<file path="config.mk">
export PLATFORM = sky130hd
export DESIGN_NAME = p_skid_pipe_reg
export DESIGN_NICKNAME = d
export VERILOG_FILES = /design/src/rtl/p_skid_pipe_reg.sv
export SDC_FILE = /design/constraint.sdc
export NUM_CORES = 1
export LEC_CHECK = 0
export CORE_ASPECT_RATIO = 1.5
export CORE_MARGIN = 4
export CORE_UTILIZATION = 40
export CTS_CLUSTER_DIAMETER = 50
export DETAILED_ROUTE_END_ITERATION = 8
export MAX_ROUTING_LAYER = met4
export PLACE_DENSITY = 0.66
export SLEW_MARGIN = 0
export SYNTH_ARGS = -nofsm -noshare
export SYNTH_HDL_FRONTEND = slang
export SYNTH_SLANG_ARGS = --single-unit
</file>
<file path="constraint.sdc">
create_clock -name clk -period 2.3 [get_ports clk]
set_input_delay 0.345 -clock clk [delete_from_list [all_inputs] [get_ports clk]]
set_output_delay 0.345 -clock clk [all_outputs]
set_load 0.01 [all_outputs]
</file>
<file path="src/rtl/p_skid_pipe_reg.sv">
// Pipeline stage register with valid/ready handshake on both sides and a two-entry skid buffer.
// in_ready depends only on the registered state and flush, never on out_ready.
module p_skid_pipe_reg #(
    parameter int unsigned         WIDTH      = 32,
    parameter logic [WIDTH-1:0]    RESET_DATA = '0
) (
    input  logic             clk,
    input  logic             rst,
    input  logic             flush,
    input  logic             in_valid,
    input  logic [WIDTH-1:0] in_data,
    output logic             in_ready,
    output logic             out_valid,
    output logic [WIDTH-1:0] out_data,
    input  logic             out_ready,
    output logic [1:0]       occupancy
);

    typedef enum logic [1:0] {
        EMPTY = 2'd0,
        BUSY  = 2'd1,
        FULL  = 2'd2
    } state_e;

    state_e           state_q, state_d;
    logic [WIDTH-1:0] main_q, main_d;
    logic [WIDTH-1:0] skid_q, skid_d;
    logic             acc;
    logic             emit;

    assign out_valid = (state_q != EMPTY);
    assign in_ready  = (state_q != FULL) && !flush;
    assign out_data  = main_q;
    assign occupancy = (state_q == FULL) ? 2'd2 :
                       (state_q == BUSY) ? 2'd1 : 2'd0;

    assign acc  = in_valid & in_ready;
    assign emit = out_valid & out_ready;

    always_comb begin
        // NOTE: every signal gets a hold default first so no path leaves it unassigned (no latch).
        state_d = state_q;
        main_d  = main_q;
        skid_d  = skid_q;

        if (flush) begin
            state_d = EMPTY;
        end else begin
            unique case (state_q)
                EMPTY: begin
                    if (acc) begin
                        state_d = BUSY;
                        main_d  = in_data;
                    end
                end
                BUSY: begin
                    if (acc && emit) begin
                        main_d = in_data;
                    end else if (acc) begin
                        state_d = FULL;
                        skid_d  = in_data;
                    end else if (emit) begin
                        state_d = EMPTY;
                    end
                end
                FULL: begin
                    // The skid entry is always the younger one, so it becomes the new head.
                    if (emit) begin
                        state_d = BUSY;
                        main_d  = skid_q;
                    end
                end
                default: state_d = EMPTY;
            endcase
        end
    end

    // NOTE: sequential state uses non-blocking assignments so all registers update from pre-edge values.
    always_ff @(posedge clk) begin
        if (rst) begin
            state_q <= EMPTY;
            // NOTE: the two data registers are few enough to reset explicitly, giving a known out_data after reset.
            main_q  <= RESET_DATA;
            skid_q  <= RESET_DATA;
        end else begin
            state_q <= state_d;
            main_q  <= main_d;
            skid_q  <= skid_d;
        end
    end

endmodule

</file>
==> Changelog: implementation, run 1 <==
### Physical design

- Cell family with most CP delay: buffers and inverters
- PwrDens: 646 mW/mm^2
- Avg Inst Size Synth: ~9.4 um^2
- Status: complete, no violations
- Height of the die: 113 um
- Worst slack at placement: 0.0760 ns
- Final Total Pwr: 2.54 mW
- Sink Count: 66
- Clk power: roughly 0.87 mW
- Power share of the combinational group: 17.2%
- Commonest non-fill, non-tap cell in the layout: clkdlybuf4s50_1
- RSZ-0062 raised after global routing: false
- Critical Path Max Stage Delay: between 0.5 and 0.6 ns
- Startpoint types: flip-flop
- Bufs on Longest Clock Path: 2
- Die width: 78.2 um
- Post-synthesis mux area share: a little under an eighth
- DRC viols: 0
- Worst setup EP type: output pin
- Share of cells above drive strength 1: a little under a tenth
- Post-synth ARST share: 0%
- TritonCTS clock tree: yes
- Clock Skew: 0.00781 ns
- Max-area cell share: 44.7%
- Most common logic cells in the final layout: clkdlybuf4s50_1, dfxtp_1, a211oi_1
- Net Count, Synth: 353
- Maximum vdd drop: ~330 uV
- Initial antenna violation count: 0
- Crit-path max FO: 9
- CP Class: flip-flop to output pin
- Root Buffer: clkbuf_8
- Setup Buffers After CTS: 0
- Crit-path slowest cell: clkdlybuf4s50_1
- 1st-iter DRT viols: around 190
- # port buffers: around 72
- Flip-flops with a built-in enable: 0
- Final HPWL DP: 5050 um
- Chip area: 0.00886 mm^2
- Via-to-Cell Ratio: 5.57
- Internal power: 1.87 mW
- XOR Share, Synth: 0%
- Diode count: 0
- Min Hold Slack: 0.475 ns
- Final tally of hold violations: 0
- GRT Total Usage: about a fifth
- Warnings from Yosys: 0
- GPL Wtd Cong: around 0.74
- CP Buf/Inv Count: 2
- Antenna-violating nets left: 0
- Clock transition at path regs: about 0.070 ns
- Most common cell in the netlist: dfxtp_1
- Global-route wire length before repair: 12900 um
- First drt pass iteration count: 4
- TritonCTS Buffers: 9
- Biggest area cells: dfxtp_1, a211oi_1, mux2i_1
- Flops after synth: 66
- GRT overflow: 0
- Top Ports: 73
- Final period utilization: a little under 90%
- Comb. pwr: 0.437 mW
- Adder Share, Synth: 0%
- Synth logic family: AND-OR/OR-AND gates
- Worst EP required: 1.96 ns
- CORE AREA: 0.00723 mm^2
- FF-to-FF setup slack: between 0.5 and 0.6 ns
- FMAX: around 490 MHz
- Largest area contributor in the netlist: dfxtp_1
- Synth cell types: 26
- Min-delay worst type: flip-flop to flip-flop
==> run 1: routing by layer <==
layer / track usage, % / up-vias / routed length, um
li1: - / 1305 / -
met1: 22.5 / 1257 / 3550
met2: 30.7 / 83 / 3980
met3: 3.82 / 12 / 334
met4: 9.22 / 0 / 170
met5: - / - / 0
==> run 1: final cells by class <==
class                      count  area [um^2]
clock buffer                  12          155
timing repair buffer          85          863
tap                          100          125
sequential                    66         1320
clock inverter                 3         15.0
fill                         705         3300
inverter                       2         7.51
multi-input combinational    209         1440
==> run 1: path summary, 6_finish.rpt <==
kind              startpoint            to  cells after the start
hold reg to reg   skid_q[11]    skid_q[11]                      2
hold / removal    skid_q[11]    skid_q[11]                      2
setup reg to reg  state_q[1]  out_data[19]                      3
setup / recovery  state_q[0]      in_ready                      4
**Run 1: cells colored by class**

The bar under the picture is 20 um long.
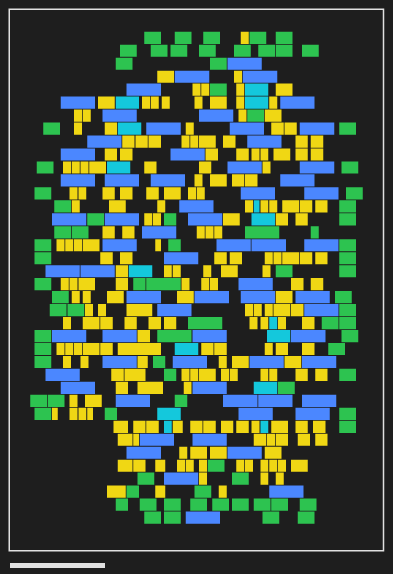
cyan -> clock drivers and dummy loads  # cells 15
blue -> flip-flops  # cells 66
yellow -> all other logic  # cells 211
green -> other buffers and delay cells  # cells 85
fin util: 54.4%
site row count: 38

**Run 1: drive-strength map**

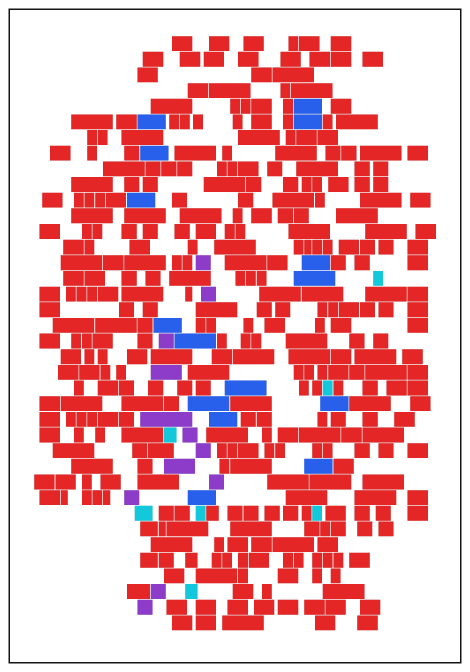
cyan -> drive 2  # cells 7, share 1.9%
purple -> drive 3 to 4  # cells 12, share 3.2%
blue -> drive 6 and up  # cells 15, share 4.0%
red -> drive 1 or less  # cells 343, share 91%
Non-clk bufs: 85
setup ws final: 0.262 ns
Area Overhead vs Synth: 32.9%
fin area: 0.00393 mm^2

**Run 1: signal wires on met1**

Supply wires on this layer in gray.
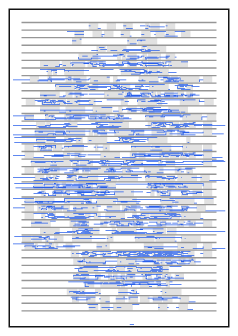
nets with wire on the layer = 374
share of all routed wire = 44%
total number of vias: 2657
grt met1 use: 22.5%
final WL: 8030 um

==> run 1 -> run 2 <==
--- a/config.mk
+++ b/config.mk
@@ -10,6 +10,7 @@
 export CORE_UTILIZATION = 40
 export CTS_CLUSTER_DIAMETER = 50
 export DETAILED_ROUTE_END_ITERATION = 8
+export GPL_ROUTABILITY_DRIVEN = 0
 export MAX_ROUTING_LAYER = met4
 export PLACE_DENSITY = 0.66
 export SLEW_MARGIN = 0
**Run 2: signal wires on met1**

Supply wires on this layer in gray.
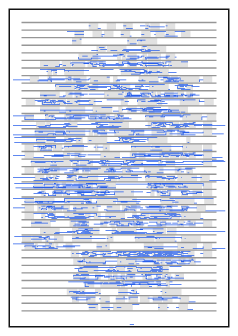
longest straight run = 25.8 um
main direction = horizontal
nets with wire on the layer = 374
share of all routed wire = 44%

==> Changelog: implementation, run 2 <==
### Physical design

- GRT overflow: 0 (unchanged)
- Worst setup EP type: output pin (unchanged)
- Largest cell class: logic gates (unchanged)
- Hold Path End: skid_q[11] (unchanged)
- Register area share after synthesis: 44.7% (unchanged)
- Cell area after synthesis: 0.00296 mm^2 (unchanged)
- Setup crit start: state_q[0] (unchanged)
- WP depth: 4 (unchanged)
- DRC viols: 0 (unchanged)
- Slew headroom: 58.6% (unchanged)
- First drt pass iteration count: 4 (unchanged)
- Largest net degree at the start of global routing: 40 (unchanged)
- FF-to-FF setup slack: 0.59 ns (about the same)
- Cell family with most CP delay: buffers and inverters (unchanged)
- Fill count: 705 (unchanged)
- Top FF cell, synth: dfxtp_1 (unchanged)
- RSZ-0062 raised after global routing: false (unchanged)
- Setup TNS: 0 ns (unchanged)
- Synth logic family: AND-OR/OR-AND gates (unchanged)
- Tightest Pin Transition: 0.620 ns (unchanged)
- Setup violations, final: 0 (unchanged)
- Basic Gates by Area: 8.34% (unchanged)
- Diode count: 0 (unchanged)
- Final Total Pwr: 2.54 mW (unchanged)
- Avg Inst Size Synth: 9.35 um^2 (unchanged)
- Warnings from Yosys: 0 (unchanged)
- Site row count: 38 (unchanged)
- Flop share of the area: 33.6% (unchanged)
- Flip-flops: 66 (unchanged)
- Adder Share, Synth: 0% (unchanged)
- Most common cell in the netlist: dfxtp_1 (unchanged)
- CP Buf/Inv Count: 2 (unchanged)
- H-tree lvl count: 3 (unchanged)
- Nets@finish: 410 (unchanged)
- Register area: 0.00132 mm^2 (unchanged)
- Final period utilization: 88.6% (unchanged)
- Min Tclk post-route: 2.04 ns (unchanged)
- Yosys stat cell total: 316 (unchanged)
- TritonCTS Buffers: 9 (unchanged)
- Critical Path Max Stage Delay: 0.55 ns (about the same)
- Post-synthesis mux area share: 11.3% (unchanged)
- Synth cell count leaders: dfxtp_1, a211oi_1, a21oi_1, mux2i_1, nand3_1 (unchanged)
- Net Count, Synth: 353 (unchanged)
- Bufs on Longest Clock Path: 2 (unchanged)
- Multi-input logic area: 0.00144 mm^2 (unchanged)
- Area Overhead vs Synth: 32.9% (unchanged)
- FP Util: 40.9% (unchanged)
- Setup Buffers After CTS: 0 (unchanged)
- GRT Max-Usage Layer: met2 (unchanged)
- Worst r2r dst: out_data[19] (unchanged)
- Flops after synth: 66 (unchanged)
- Status: complete, no violations (unchanged)
- Cts repair resizes: 0 (unchanged)
- Clock latency on the worst-skew pair: 0.35 ns (about the same)
- Tapcell Cnt: 100 (unchanged)
- Crit-path slowest cell: clkdlybuf4s50_1 (unchanged)
- OpenROAD warning count: 26 (unchanged)
- Non-clock inverters: 2 (unchanged)
- WL met1: 3550 um (unchanged)
- Grt met2 use: 30.7% (unchanged)
- Share of cells above drive strength 1: 9.02% (unchanged)
- Chip area: 0.00886 mm^2 (unchanged)
- Final tally of hold violations: 0 (unchanged)
- CORE AREA: 0.00723 mm^2 (unchanged)
- 1st-iter DRT viols: 194 (unchanged)
- Vias in the first global route: 2567 (unchanged)
- Fin util: 54.4% (unchanged)
- ClkCell Share: 4.33% (unchanged)
- Most common logic cells in the final layout: clkdlybuf4s50_1, dfxtp_1, a211oi_1 (unchanged)
- Synthesis area per yosys: 0.00296 mm^2 (unchanged)
- Largest area contributor in the netlist: dfxtp_1 (unchanged)
- Clock Skew: 0.00781 ns (unchanged)
- FMAX: 491 MHz (unchanged)
- Grt met1 use: 22.5% (unchanged)
- Initial antenna violation count: 0 (unchanged)
- DR top layer: met4 (unchanged)
- Min Hold Slack: 0.475 ns (unchanged)
- Multi-Input Combinational: 209 (unchanged)
- Height of the die: 113 um (unchanged)
- Final WL: 8030 um (unchanged)
- Aoi share: 28.4% (unchanged)
- TritonCTS clock tree: yes (unchanged)
- Post-synth ARST share: 0% (unchanged)
- Via-to-Cell Ratio: 5.57 (unchanged)
- WP data arrival: 1.69 ns (about the same)
- Crit path cell chain: nand2b_2, inv_1, nor2_1, clkdlybuf4s50_1 (unchanged)
- Pleak: 1.52 nW (unchanged)
- Clock transition at path regs: 0.07 ns (about the same)
- Syn Inst Count: 316 (unchanged)
- Biggest area cells: dfxtp_1, a211oi_1, mux2i_1 (unchanged)
- Flip-flops with a built-in enable: 0 (unchanged)
- Worst EP required: 1.96 ns (about the same)
- Max-area cell share: 44.7% (unchanged)
- XOR Share, Synth: 0% (unchanged)
- Synth cell types: 26 (unchanged)
- Sink Count: 66 (unchanged)
- Antenna-violating nets left: 0 (unchanged)
- Final HPWL DP: 5050 um (unchanged)
- Commonest non-fill, non-tap cell in the layout: clkdlybuf4s50_1 (unchanged)
- Critical path destination: in_ready (unchanged)
- WHS Path Cells: 2 (unchanged)
- Root Buffer: clkbuf_8 (unchanged)
- Signal buf overhead: 22.0% (unchanged)
- Min-delay worst type: flip-flop to flip-flop (unchanged)
- Drt wl/cell: 16.8 um (unchanged)
- Max_cap viols: 0 (unchanged)
- Startpoint types: flip-flop (unchanged)
- WL met3: 334 um (unchanged)
- # port buffers: 72 (unchanged)
- Combinational share of cell area: 36.7% (unchanged)
- Non-clk bufs: 85 (unchanged)
- Total number of vias: 2657 (unchanged)
- Clkbuf count: 12 (unchanged)
- Hold_sp: skid_q[11] (unchanged)
- CP Class: flip-flop to output pin (unchanged)
- Hold buffers post-CTS: 0 (unchanged)
- GR Util met3: 3.82% (unchanged)
- Die width: 78.2 um (unchanged)
- FF-to-FF Start: state_q[1] (unchanged)
- Global-route wire length before repair: 12900 um (unchanged)
- Crit-path max FO: 9 (unchanged)
- Maximum vdd drop: 335 uV (unchanged)
- GRT Total Usage: 19.0% (unchanged)
- Max-slew violations: 0 (unchanged)
- Top Ports: 73 (unchanged)
- FF-to-FF path depth: 3 (unchanged)
- WL met2: 3980 um (unchanged)
- PwrDens: 646 mW/mm^2 (unchanged)
==> run 2: cell counts in the layout (fill, tap and decap cells not counted) <==
No cell type changed its count.
==> run 2: stage by stage <==
step / worst slack, ns / instance area (um^2) / std cells
detailed placement: 0.0760 / 3760 / 462
finish: 0.262 / 3930 / 477
floorplan: 0.854 / 2960 / 316
global route: 0.145 / 3930 / 477
global placement: 0.118 / 3760 / 462
CTS: 0.226 / 3930 / 477
==> run 2: power breakdown <==
| group | internal (mW) | switching (mW) | leakage, nW |
|---|---|---|---|
| Combinational | 0.232 | 0.205 | 0.887 |
| Sequential | 1.20 | 0.0355 | 0.539 |
| Clock | 0.439 | 0.427 | 0.0920 |
| Total | 1.87 | 0.667 | 1.52 |
No activity file was given, so power comes from the tool's default toggle rates.
